--- src/rtl/external_clk_if.sv ---
// Enable inputs and clock/reset outputs between the
// clock generator and the CPU core it feeds.
interface external_clk_if;
    logic CLK_ENA;
    logic OSC_ENA;
    logic OSC_STABLE;
    logic ASYNC_RESET;
    logic SYNC_RESET;
    logic MAIN_CLK_P;
    logic MAIN_CLK_N;
    logic ADR_CLK_P;
    logic ADR_CLK_N;
    logic DATA_CLK_P;
    logic DATA_CLK_N;
    logic INC_CLK_P;
    logic INC_CLK_N;
    logic LATCH_CLK;

    modport master (
        output CLK_ENA, OSC_ENA,
        input  OSC_STABLE, ASYNC_RESET, SYNC_RESET,
        input  MAIN_CLK_P, MAIN_CLK_N,
        input  ADR_CLK_P, ADR_CLK_N,
        input  DATA_CLK_P, DATA_CLK_N,
        input  INC_CLK_P, INC_CLK_N,
        input  LATCH_CLK
    );

    modport slave (
        input  CLK_ENA, OSC_ENA,
        output OSC_STABLE, ASYNC_RESET, SYNC_RESET,
        output MAIN_CLK_P, MAIN_CLK_N,
        output ADR_CLK_P, ADR_CLK_N,
        output DATA_CLK_P, DATA_CLK_N,
        output INC_CLK_P, INC_CLK_N,
        output LATCH_CLK
    );
endinterface

--- src/rtl/external_clk.sv ---
// 8-phase machine-cycle sequencer producing complementary core
// clock pairs, oscillator-stable detection and core resets.
module external_clk #(
    parameter int STABLE_CYCLES = 16
) (
    input logic           CLK,
    input logic           RESET,
    external_clk_if.slave bus
);

    localparam int CW = $clog2(STABLE_CYCLES + 1);

    logic [CW-1:0] stab_cnt;
    logic [CW-1:0] stab_nxt;
    logic          stable_q;
    logic          stable_nxt;
    logic          run;
    logic [2:0]    ph;
    logic [2:0]    ph_nxt;
    logic          ar_m;
    logic          ar_q;
    logic          sr;
    logic          sr_nxt;
    // {main, adr, inc, data, latch}
    logic [4:0]    clk_q;
    logic [4:0]    clk_nxt;

    always_comb begin
        stab_nxt = stab_cnt;
        if (!bus.OSC_ENA)
            stab_nxt = '0;
        else if (stab_cnt != CW'(STABLE_CYCLES))
            stab_nxt = stab_cnt + 1'b1;
        stable_nxt = bus.OSC_ENA &&
                     (stab_nxt == CW'(STABLE_CYCLES));

        run    = bus.CLK_ENA & stable_q;
        ph_nxt = run ? ph + 3'd1 : ph;

        clk_nxt = 5'b00000;
        if (run) begin
            unique case (ph_nxt)
                3'd0: clk_nxt = 5'b10000;
                3'd1: clk_nxt = 5'b11000;
                3'd2: clk_nxt = 5'b11100;
                3'd3: clk_nxt = 5'b11100;
                3'd4: clk_nxt = 5'b01110;
                3'd5: clk_nxt = 5'b00110;
                3'd6: clk_nxt = 5'b00010;
                3'd7: clk_nxt = 5'b00001;
            endcase
        end

        // Set wins over the wrap release on the same edge.
        sr_nxt = sr;
        if (ar_m || !stable_nxt)
            sr_nxt = 1'b1;
        else if (run && ph == 3'd7)
            sr_nxt = 1'b0;
    end

    always_ff @(posedge CLK or negedge RESET) begin
        if (!RESET) begin
            ar_m     <= 1'b1;
            ar_q     <= 1'b1;
            stab_cnt <= '0;
            stable_q <= 1'b0;
            ph       <= 3'd0;
            clk_q    <= 5'b00000;
            sr       <= 1'b1;
        end else begin
            ar_m     <= 1'b0;
            ar_q     <= ar_m;
            stab_cnt <= stab_nxt;
            stable_q <= stable_nxt;
            ph       <= ph_nxt;
            clk_q    <= clk_nxt;
            sr       <= sr_nxt;
        end
    end

    assign bus.OSC_STABLE  = stable_q;
    assign bus.ASYNC_RESET = ar_q;
    assign bus.SYNC_RESET  = sr;

    // Each N is the inverse of the same flop as its P.
    assign bus.MAIN_CLK_P  = clk_q[4];
    assign bus.MAIN_CLK_N  = ~clk_q[4];
    assign bus.ADR_CLK_P   = clk_q[3];
    assign bus.ADR_CLK_N   = ~clk_q[3];
    assign bus.INC_CLK_P   = clk_q[2];
    assign bus.INC_CLK_N   = ~clk_q[2];
    assign bus.DATA_CLK_P  = clk_q[1];
    assign bus.DATA_CLK_N  = ~clk_q[1];
    assign bus.LATCH_CLK   = clk_q[0];

endmodule

--- src/flat_wrapper.sv ---
// flat-port wrapper written by rule: the top's interface ports become plain ports
module external_clk_flat 
#(
    parameter int STABLE_CYCLES = 16
)
  (CLK, RESET, bus_CLK_ENA, bus_OSC_ENA, bus_OSC_STABLE, bus_ASYNC_RESET, bus_SYNC_RESET, bus_MAIN_CLK_P, bus_MAIN_CLK_N, bus_ADR_CLK_P, bus_ADR_CLK_N, bus_DATA_CLK_P, bus_DATA_CLK_N, bus_INC_CLK_P, bus_INC_CLK_N, bus_LATCH_CLK);
  external_clk_if bus_i ();
  input logic CLK;
  input logic RESET;
  input wire logic [$bits(bus_i.CLK_ENA)-1:0] bus_CLK_ENA;
  input wire logic [$bits(bus_i.OSC_ENA)-1:0] bus_OSC_ENA;
  output wire logic [$bits(bus_i.OSC_STABLE)-1:0] bus_OSC_STABLE;
  output wire logic [$bits(bus_i.ASYNC_RESET)-1:0] bus_ASYNC_RESET;
  output wire logic [$bits(bus_i.SYNC_RESET)-1:0] bus_SYNC_RESET;
  output wire logic [$bits(bus_i.MAIN_CLK_P)-1:0] bus_MAIN_CLK_P;
  output wire logic [$bits(bus_i.MAIN_CLK_N)-1:0] bus_MAIN_CLK_N;
  output wire logic [$bits(bus_i.ADR_CLK_P)-1:0] bus_ADR_CLK_P;
  output wire logic [$bits(bus_i.ADR_CLK_N)-1:0] bus_ADR_CLK_N;
  output wire logic [$bits(bus_i.DATA_CLK_P)-1:0] bus_DATA_CLK_P;
  output wire logic [$bits(bus_i.DATA_CLK_N)-1:0] bus_DATA_CLK_N;
  output wire logic [$bits(bus_i.INC_CLK_P)-1:0] bus_INC_CLK_P;
  output wire logic [$bits(bus_i.INC_CLK_N)-1:0] bus_INC_CLK_N;
  output wire logic [$bits(bus_i.LATCH_CLK)-1:0] bus_LATCH_CLK;
  assign bus_i.CLK_ENA = bus_CLK_ENA;
  assign bus_i.OSC_ENA = bus_OSC_ENA;
  assign bus_OSC_STABLE = bus_i.OSC_STABLE;
  assign bus_ASYNC_RESET = bus_i.ASYNC_RESET;
  assign bus_SYNC_RESET = bus_i.SYNC_RESET;
  assign bus_MAIN_CLK_P = bus_i.MAIN_CLK_P;
  assign bus_MAIN_CLK_N = bus_i.MAIN_CLK_N;
  assign bus_ADR_CLK_P = bus_i.ADR_CLK_P;
  assign bus_ADR_CLK_N = bus_i.ADR_CLK_N;
  assign bus_DATA_CLK_P = bus_i.DATA_CLK_P;
  assign bus_DATA_CLK_N = bus_i.DATA_CLK_N;
  assign bus_INC_CLK_P = bus_i.INC_CLK_P;
  assign bus_INC_CLK_N = bus_i.INC_CLK_N;
  assign bus_LATCH_CLK = bus_i.LATCH_CLK;
  external_clk #(.STABLE_CYCLES(STABLE_CYCLES)) u_core (.CLK(CLK), .RESET(RESET), .bus(bus_i));
endmodule
--- config.mk ---
export PLATFORM = sky130hd
export DESIGN_NAME = external_clk_flat
export DESIGN_NICKNAME = d
export VERILOG_FILES = /design/src/rtl/external_clk_if.sv /design/src/rtl/external_clk.sv /design/src/flat_wrapper.sv
export SDC_FILE = /design/constraint.sdc
export NUM_CORES = 1
export LEC_CHECK = 0
export ABC_AREA = 0
export CORE_MARGIN = 2
export CORE_UTILIZATION = 43
export DETAILED_ROUTE_END_ITERATION = 8
export GPL_ROUTABILITY_DRIVEN = 0
export PLACE_DENSITY = 0.71
export SYNTH_ARGS = -nofsm -noshare
export SYNTH_HDL_FRONTEND = slang
export SYNTH_SLANG_ARGS = --single-unit
--- constraint.sdc ---
create_clock -name CLK -period 1.25 [get_ports CLK]
set_input_delay 0.25 -clock CLK [delete_from_list [all_inputs] [get_ports CLK]]
set_output_delay 0.25 -clock CLK [all_outputs]
set_load 0.05 [all_outputs]
layer_met2.png
Drawn at 6 px/µm. Cells faint in the background.
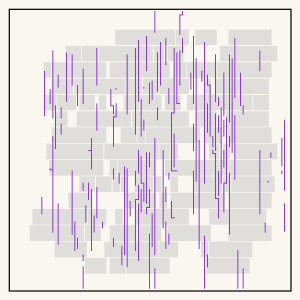
The longest straight run is 23.5 µm. The layer holds 51% of the routed length. The layer carries 751 µm of wire.
Detailed Route WL: 1.47 mm
met2 usage: 26.1%
vias post-DR: 554

clocks.png
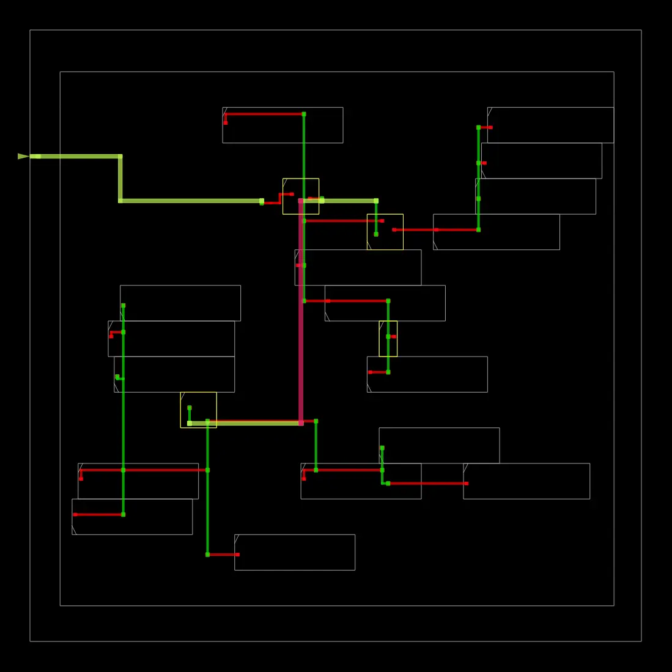
Insertion Delay late pin: 0.29 ns
Num CTS Buffers: 3
Clk. pwr: 291 µW

==> flow_summary.json <==
{
  "run_status": "complete, but fails checks",
  "violations": "negative setup slack",
  "synth_cell_type_count": 23,
  "crit_chain": "inv_2 > ha_4 > nand4bb_4 > nor4b_4 > o211a_1",
  "critPathTopFamily": "flip-flops",
  "drtPass1Iterations": 4,
  "antenna_cells": 0,
  "setup_viol": 3,
  "cap_viol_max_count": 0,
  "cp-startpoint": "u_core.stab_cnt[0]",
  "layout.area.comb_um2": 418,
  "grt_overflow": 0,
  "wl_met1_um": 654,
  "cts_sinks": 17,
  "hold_violations": 0,
  "regToRegStartpoint": "u_core.stab_cnt[0]",
  "antenna_found_initial": 0,
  "crit_buf_inv": 1,
  "r2r_end": "u_core.bus.OSC_STABLE",
  "crit_arrival_ns": 1.53,
  "dieArea_um2": 2180,
  "globalRoute.busiestLayer": "met2",
  "hold_path_class": "primary input to asynchronous set/reset pin",
  "path_max_fanout": 5,
  "fill_cells": 121,
  "yosysChipArea_um2": 785,
  "syn_inst": 65,
  "p_leak_uw": 0.000586,
  "ioPinCount": 16,
  "die_width_um": 46.7,
  "r2r_cells": 5,
  "cts-root-buf": "clkbuf_4",
  "finalPower_uw": 1010,
  "cpPeakStageDelay_ns": 0.44,
  "ff_count": 17,
  "lay_top_cells": "buf_12, dfrtp_1, buf_4",
  "via_per_inst": 4.66,
  "place_ws_ns": -0.128,
  "comb_share_pct": 32.6,
  "fp_nets": 73,
  "io_buffers": 15,
  "met2WireLength_um": 750,
  "fin_area_um2": 1280,
  "dpl.hpwl_mm": 1.17,
  "drt_iter0_markers": 6,
  "placed_area_um2": 1180,
  "fin_nets": 103,
  "fp-row-count": 15,
  "fin_crit_ns": 1.35,
  "finalCritPeriodShare_pct": 108,
  "n_all_buffers": 25,
  "wl_met3_um": 48,
  "nonClkBufAreaFrac_pct": 26.9,
  "drive_gt1_share_pct": 53.2,
  "highest_layer": "met4",
  "dominant_cells": "sequential cells",
  "ys_cells": 65,
  "placeableCoreArea_um2": 1730,
  "grt_max_degree": 18,
  "critPathSlowestCell": "dfrtp_1",
  "worstSetupPathType": "flip-flop to flip-flop",
  "power_density_nw_per_um2": 791,
  "syn_to_final_growth_pct": 63.5,
  "grt_pass1_wl_mm": 2.37,
  "wl_per_cell_um": 12.4,
  "required_ns": 1.43,
  "rsz0062_at_grt": "true",
  "final.setup.worst_slack_ns": -0.0995,
  "ir_worst_vdd_v": 0.000509,
  "grt_util_all_layers_pct": 15.9,
  "synth_area_um2": 785
}
==> synthesized netlist by cell type <==
master     count  area [µm²]
mux2_2         1        11.3
and3_2         2        15.0
inv_1          8        30.0
nand4bb_4      1        27.5
ha_1           4        50.1
o211a_1        1        10.0
conb_1         1        3.75
nand2b_1       2        12.5
nor4b_4        1        23.8
nor2b_1        2        12.5
a21oi_1        2        10.0
nor2_1         3        11.3
dfstp_2        3        78.8
xor2_1         1        8.76
o2111ai_1      1        8.76
mux2i_1        3        30.0
nor3_1         1        5.00
nand3_1        3        15.0
xnor2_1        4        35.0
dfrtp_1       14         350
nand2_1        4        15.0
and2_1         2        12.5
nor3b_1        1        7.51
==> per-stage QoR <==
stage / instances / hold slack [ns]
2_1_floorplan: 65 / -0.0456
4_1_cts: 119 / 0.273
5_1_grt: 119 / 0.262
6_report: 119 / 0.262
3_3_place_gp: 114 / 0.355
3_5_place_dp: 114 / 0.365
==> power by group <==
part	switching [µW]	internal (µW)
Combinational	63.6	76.2
Clock	167	124
Sequential	17.3	566
Total	248	766
==> kinds of logic after synthesis <==
group,count (synthesis),share of synthesized area (%)
fa+ha+maj,4,6.38
other cells,1,0.478
simple gates,22,20.1
mux,4,5.26
xor+xnor,5,5.58
buf+inv,8,3.83
compound gates,4,3.67
flops,17,54.7
==> sequential cells by signal, summed over array words and instances (netlist names) <==
| register | cells |
|---|---|
| u_core.ar_m | 1 |
| u_core.bus.ASYNC_RESET | 1 |
| u_core.bus.OSC_STABLE | 1 |
| u_core.bus.SYNC_RESET | 1 |
| u_core.clk_q | 5 |
| u_core.ph | 3 |
| u_core.stab_cnt | 5 |
==> repair_timing <==
| action | in CTS | in global routing |
|---|---|---|
| pin swaps | 1 | 2 |
| setup endpoints to repair | 5 | 11 |
| resized | 3 | 12 |
| buffers inserted | 1 | 0 |
Power is estimated from default activity; no workload was simulated.
